File: src/rtl/strand_restart_sequencer.sv
// Per-strand restart sequencer: receives rollbacks from the rollback controller,
// drains the pipeline, parks suspended/retrying strands until resumed, then
// requests a restart from fetch and gates the strand-ready mask.
module strand_restart_sequencer #(
  parameter int unsigned STRANDS      = 4,
  parameter int unsigned DRAIN_CYCLES = 3
) (
  input  logic                         clk,
  input  logic                         reset,
  input  logic [STRANDS-1:0]           rb_rollback_strand,
  input  logic [STRANDS*32-1:0]        rb_rollback_pc,
  input  logic [STRANDS*4-1:0]         rb_rollback_reg_lane,
  input  logic [STRANDS-1:0]           rb_suspend_strand,
  input  logic [STRANDS-1:0]           rb_retry_strand,
  input  logic [STRANDS-1:0]           resume_strand,
  input  logic [STRANDS-1:0]           strand_enable,
  input  logic [STRANDS-1:0]           if_restart_ack,
  output logic [STRANDS-1:0]           if_restart_strand,
  output logic [STRANDS*32-1:0]        if_restart_pc,
  output logic [STRANDS*4-1:0]         ss_reg_lane,
  output logic [STRANDS-1:0]           ss_strand_ready,
  output logic [$clog2(STRANDS+1)-1:0] suspended_count
);

  localparam int unsigned CntW   = $clog2(DRAIN_CYCLES + 1);
  localparam int unsigned CountW = $clog2(STRANDS + 1);
  localparam logic [CntW-1:0] DrainLoad = CntW'(DRAIN_CYCLES - 1);

  typedef enum logic [1:0] {StRun, StDrain, StSuspend, StRestart} state_e;

  state_e                state_q [STRANDS];
  state_e                state_d [STRANDS];
  logic [CntW-1:0]       cnt_q   [STRANDS];
  logic [CntW-1:0]       cnt_d   [STRANDS];
  logic [STRANDS*32-1:0] pc_q, pc_d;
  logic [STRANDS*4-1:0]  lane_q, lane_d;
  logic [STRANDS-1:0]    restart_q, restart_d;
  logic [CountW-1:0]     count_q, count_d;

  // Next-state logic for every strand; a rollback overrides whatever the strand is doing.
  always_comb begin
    pc_d      = pc_q;
    lane_d    = lane_q;
    restart_d = '0;
    count_d   = '0;
    for (int i = 0; i < int'(STRANDS); i++) begin
      state_d[i] = state_q[i];
      cnt_d[i]   = cnt_q[i];
      if (rb_rollback_strand[i]) begin
        pc_d[i*32 +: 32] = rb_rollback_pc[i*32 +: 32];
        lane_d[i*4 +: 4] = rb_rollback_reg_lane[i*4 +: 4];
        // A resume arriving with the suspending rollback skips the park entirely.
        if ((rb_suspend_strand[i] || rb_retry_strand[i]) && !resume_strand[i]) begin
          state_d[i] = StSuspend;
        end else begin
          state_d[i] = StDrain;
          cnt_d[i]   = DrainLoad;
        end
      end else begin
        unique case (state_q[i])
          StRun: ;
          StDrain: begin
            if (cnt_q[i] == '0) state_d[i] = StRestart;
            else                cnt_d[i]   = cnt_q[i] - CntW'(1);
          end
          StSuspend: begin
            if (resume_strand[i]) begin
              state_d[i] = StDrain;
              cnt_d[i]   = DrainLoad;
            end
          end
          StRestart: begin
            if (if_restart_ack[i]) state_d[i] = StRun;
          end
          default: state_d[i] = StRun;
        endcase
      end
      restart_d[i] = (state_d[i] == StRestart);
      if (state_d[i] == StSuspend) count_d = count_d + CountW'(1);
    end
  end

  // State, latched restart context and registered outputs.
  always_ff @(posedge clk) begin
    if (reset) begin
      for (int i = 0; i < int'(STRANDS); i++) begin
        state_q[i] <= StRun;
        cnt_q[i]   <= '0;
      end
      pc_q      <= '0;
      lane_q    <= '0;
      restart_q <= '0;
      count_q   <= '0;
    end else begin
      for (int i = 0; i < int'(STRANDS); i++) begin
        state_q[i] <= state_d[i];
        cnt_q[i]   <= cnt_d[i];
      end
      pc_q      <= pc_d;
      lane_q    <= lane_d;
      restart_q <= restart_d;
      count_q   <= count_d;
    end
  end

  // Only running strands may issue; enable merely gates the mask.
  always_comb begin
    ss_strand_ready = '0;
    for (int i = 0; i < int'(STRANDS); i++) begin
      ss_strand_ready[i] = (state_q[i] == StRun) && strand_enable[i];
    end
  end

  assign if_restart_strand = restart_q;
  assign if_restart_pc     = pc_q;
  assign ss_reg_lane       = lane_q;
  assign suspended_count   = count_q;

endmodule

File: config.mk
export PLATFORM = sky130hd
export DESIGN_NAME = strand_restart_sequencer
export DESIGN_NICKNAME = d
export VERILOG_FILES = /design/src/rtl/strand_restart_sequencer.sv
export SDC_FILE = /design/constraint.sdc
export NUM_CORES = 1
export LEC_CHECK = 0
export ABC_CLOCK_PERIOD_IN_PS = 2850
export CAP_MARGIN = 20
export CELL_PAD_IN_SITES_DETAIL_PLACEMENT = 1
export CELL_PAD_IN_SITES_GLOBAL_PLACEMENT = 2
export CORE_ASPECT_RATIO = 1.25
export CORE_MARGIN = 4
export CORE_UTILIZATION = 23
export DETAILED_ROUTE_END_ITERATION = 10
export PLACE_DENSITY = 0.82
export SYNTH_ARGS = -nofsm -noshare
export SYNTH_HDL_FRONTEND = slang
export SYNTH_SLANG_ARGS = --single-unit
File: constraint.sdc
create_clock -name clk -period 2.85 [get_ports clk]
set_input_delay 0.57 -clock clk [delete_from_list [all_inputs] [get_ports clk]]
set_output_delay 0.57 -clock clk [all_outputs]
set_load 0.03 [all_outputs]
==> results.py, run 1 <==
# Physical implementation metrics
metrics = {
    "floorplan": {
        "die_width_um": 158.1,
        "pin_count": 325,
        "initial_core_util": 0.2335,
        "die-area_um2": 30930,
        "rows": 68,
    },
    "cells_and_area": {
        "lay_top_cells": "clkdlybuf4s50_1, dfxtp_1, nor2_1",
        "fin_area_um2": 10690,
        "layout.nets": 1137,
        "area_growth_pct": 65.08,
        "layout_top_cell": "clkdlybuf4s50_1",
    },
    "routing": {
        "met3WireLength_um": 1808,
        "top_layer_used": "met5",
        "routedWlPerCell_um": 16.29,
        "avgViaCountPerCell": 4.302,
        "drt_pass1_iterations": 4,
    },
    "timing": {
        "slew_headroom": 0.5415,
        "min_period_ns": 2.553,
        "post-route-worst-setup-slack_ns": 0.2967,
        "tightest_slew_ns": 0.6878,
        "rsz0062_at_grt": "no",
        "hold_viol_final": 0,
    },
    "run_status": {
        "status": "completed",
    },
    "setup_path": {
        "setup.worst_path.class": "input port to output pin",
        "crit_fanout": 1,
        "reg2reg_slack_ns": 0.45,
        "r2r-start": "state_q[0][0]",
    },
    "clock_network": {
        "clock_latency_ns": 0.43,
        "postCtsHoldBufs": 0,
        "clk_path_buf_depth": 2,
        "cts_tree": "done",
        "clkSlewWorstSetupHoldPaths_ns": 0.06,
    },
    "synthesis": {
        "ys_async_sr_fraction": 0,
        "synthCells": 637,
        "synth-seq-cells": 167,
        "ys_seq_frac": 0.5161,
        "syn_area_um2": 6477,
        "edf_count": 0,
    },
    "min_path": {
        "holdPathStages": 2,
    },
    "placement": {
        "hpwl_um": 16160,
        "io_buffer_count": 324,
        "place_ws_ns": -0.09114,
    },
    "power_and_ir_drop": {
        "peakVddDrop_v": 0.0003607,
        "powerDensity_nw_per_um2": 560.6,
        "p_total_mw": 5.994,
    },
    "global_routing": {
        "grt_overflow": 0,
    },
    "run": {
        "max_cap_viol_count": 0,
    },
}
-- run 1: synth_stat cells (3+ instances only) --
cell	n
mux2i_1	151
nand3_1	5
clkbuf_1	16
dfxtp_1	167
ha_1	7
nand2_1	4
a21oi_1	11
nor3_1	4
nand2b_1	5
buf_1	8
nor2b_1	9
and3b_1	3
buf_2	17
o31ai_1	3
nor3b_1	9
inv_1	15
nor2_1	160
-- run 1: how the worst max path moves through the flow --
stage	slack, ns	depth (start not counted)	endpoint	startpoint
6_report	0.30	3	ss_strand_ready[0]	strand_enable[0]
5_1_grt	0.21	11	suspended_count[2]	resume_strand[0]
4_1_cts	0.28	3	ss_strand_ready[0]	strand_enable[0]
3_5_place_dp	-0.09	11	suspended_count[2]	resume_strand[0]
3_3_place_gp	-0.04	10	suspended_count[1]	resume_strand[0]
2_1_floorplan	0.25	9	suspended_count[1]	rb_rollback_strand[0]
-- run 1: cell type report --
type	count	area (um2)	area share
multi-input cells	412	2887	0.2699
clock buffers	26	509.2	0.04762
flip-flops and latches	167	3343	0.3127
clock inverters	6	41.29	0.003861
inverters	15	56.30	0.005266
well taps	350	437.9	0.04095
repair buffers	347	3418	0.3197
-- run 1: power breakdown --
part | internal (mW) | switching, mW | leakage (nW)
registers | 2.48 | 0.0826 | 1.38
clock network | 1.23 | 0.958 | 0.263
logic | 0.629 | 0.613 | 2.82
-- run 1: kinds of logic after synthesis --
group / after synthesis / synth area share
compound gates: 43 / 0.05254
xor+xnor: 1 / 0.002512
fa+ha+maj: 7 / 0.01352
buf+inv: 58 / 0.03824
flops: 167 / 0.5161
mux: 152 / 0.2351
simple gates: 209 / 0.1420
-- run 1: critical path: stages --
cell and delay (ns):
clkdlybuf4s50_1 0.48, nor3b_1 0.23, clkdlybuf4s50_1 0.71
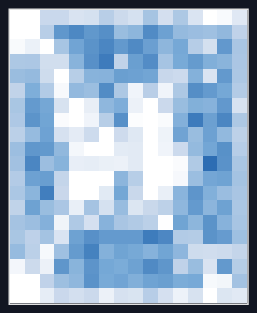
Fig. 1. Local utilization (run 1).
Scale: 1.5 px per um. 16 x 20 tiles, from white (low) to dark blue (high), 0 to 100% covered.
emptiest ninth of the die: centre
fullest tile: 75%
tiles over 75% full: 0.30%

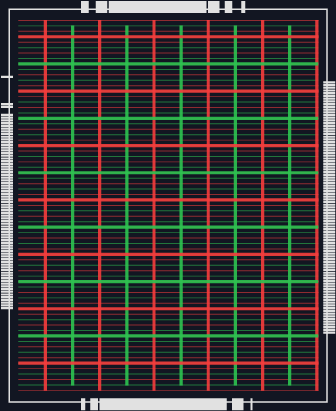
Fig. 2. Floorplan with the power grid (run 1).
Scale: 2 px per um. Pins as bars on the die edge.
[VSS] red
[VDD] green
met5 straps: 13
met1 rails: 69
rows: 68
signal pins: 325

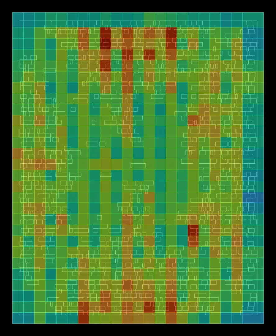
Fig. 3. Routing congestion (run 1).
GR Layer Usage met1: 0.1459
met3 Usage GRT: 0.05209
post-layout util: 0.3855

==> run 2: changes to the inputs <==
SKIP_LAST_GASP = 1   (was unset)
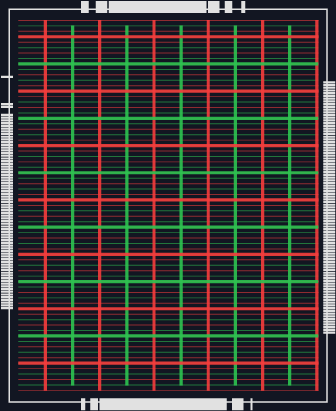
Fig. 4. Floorplan with the power grid (run 2).
Scale: 2 px per um. Pins as bars on the die edge.
[VSS] red
[VDD] green
met1 rails: 69
rows: 68
met4 straps: 11
met5 straps: 13

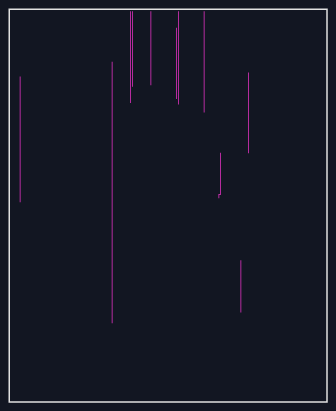
Fig. 5. M4 wires (run 2).
Scale: 2 px per um.
nets with wire on the layer: 8
share of all routed wire: 2.5%

==> run 2 against run 1 <==
Non-clock buffer count unchanged. Clock skew unchanged. Global-route usage unchanged. Die size unchanged. Maximum frequency unchanged.
==> results.py, run 2 <==
# Physical implementation metrics
metrics = {
    "run_status": {
        "status": "completed",
    },
    "floorplan": {
        "die-area_um2": 30930,
        "initial_core_util": 0.2335,
        "pin_count": 325,
        "rows": 68,
    },
    "routing": {
        "drt_pass1_iterations": 4,
        "routedWlPerCell_um": 16.29,
        "avgViaCountPerCell": 4.302,
    },
    "cells_and_area": {
        "lay_top_cells": "clkdlybuf4s50_1, dfxtp_1, nor2_1",
        "comb_area_frac": 0.2699,
        "layout.nets": 1137,
        "seqCellArea_um2": 3343,
        "comb_area_um2": 2887,
        "seq_area_frac": 0.3127,
        "non_clock_inverter_count": 15,
        "buffers": 347,
        "buf_share": 0.3197,
        "comb_cells": 412,
        "seq_cell_count": 167,
        "layout_top_cell": "clkdlybuf4s50_1",
        "clkCellAreaFrac": 0.05149,
    },
    "power_and_ir_drop": {
        "p_total_mw": 5.994,
    },
    "synthesis": {
        "edf_count": 0,
        "yosys-top-cells-count": "dfxtp_1, nor2_1, mux2i_1",
        "ys_async_sr_fraction": 0,
        "ys_seq_frac": 0.5161,
        "synth-seq-cells": 167,
    },
    "setup_path": {
        "cp_slowest_cell": "clkdlybuf4s50_1",
        "setup.worst_path.class": "input port to output pin",
        "path_cells": "clkdlybuf4s50_1, nor3b_1, clkdlybuf4s50_1",
        "crit_fanout": 1,
    },
    "timing": {
        "slew_headroom": 0.5415,
        "tightest_slew_ns": 0.6878,
        "min_period_ns": 2.553,
    },
    "global_routing": {
        "grt_overflow": 0,
    },
    "clock_network": {
        "clock_latency_ns": 0.43,
    },
}
## run 2: cell counts in the layout (fill, tap and decap cells not counted)
Identical to the previous run, type by type.
## run 2: report_power, final
| group | switching [mW] | leakage, nW | internal (mW) | total [mW] |
|---|---|---|---|---|
| sequential | 0.0826 | 1.38 | 2.48 | 2.56 |
| combinational | 0.613 | 2.82 | 0.629 | 1.24 |
| clock | 0.958 | 0.263 | 1.23 | 2.19 |
## run 2: worst paths after layout
path	cells after the start	slack, ns	startpoint	to
max	3	0.30	strand_enable[0]	ss_strand_ready[0]
min	2	0.47	cnt_q[0][1]	cnt_q[0][1]
max reg2reg	11	0.45	state_q[0][0]	suspended_count[2]
min reg2reg	2	0.47	cnt_q[0][1]	cnt_q[0][1]
## run 2: layer usage
metal	wire, um	global-route usage	vias up	share of wire
li1	-	-	2794	-
met1	8166	0.1459	2669	0.38
met2	11040	0.2393	197	0.51
met3	1808	0.05209	30	0.084
met4	534	0.05468	2	0.025
met5	7	0	-	0.00032
## run 2: through the flow
stage          hold slack [ns]  setup WS [ns]  area [um2]    util  std cells
6_report                0.4736         0.2967       10690  0.3855       1323
5_1_grt                 0.5083         0.2134       10690  0.3855       1323
4_1_cts                 0.4815         0.2781       10690  0.3855       1323
3_5_place_dp            0.4677       -0.09114       10140  0.3657       1291
3_3_place_gp            0.4635       -0.03808       10140  0.3657       1291
2_1_floorplan           0.4402         0.2545        6477       -        637
## run 2: kinds of logic (layout without fill, tap and decap cells)
family,Yosys count,after routing,share of synthesized area
AOI/OAI and AO/OA,43,43,0.05254
xor gates and xnor gates,1,1,0.002512
adders and majority gates,7,7,0.01352
buffers and inverters,58,394,0.03824
DFF,167,167,0.5161
muxes,152,152,0.2351
and+or+nand+nor,209,209,0.1420
Power is estimated from default activity; no workload was simulated.
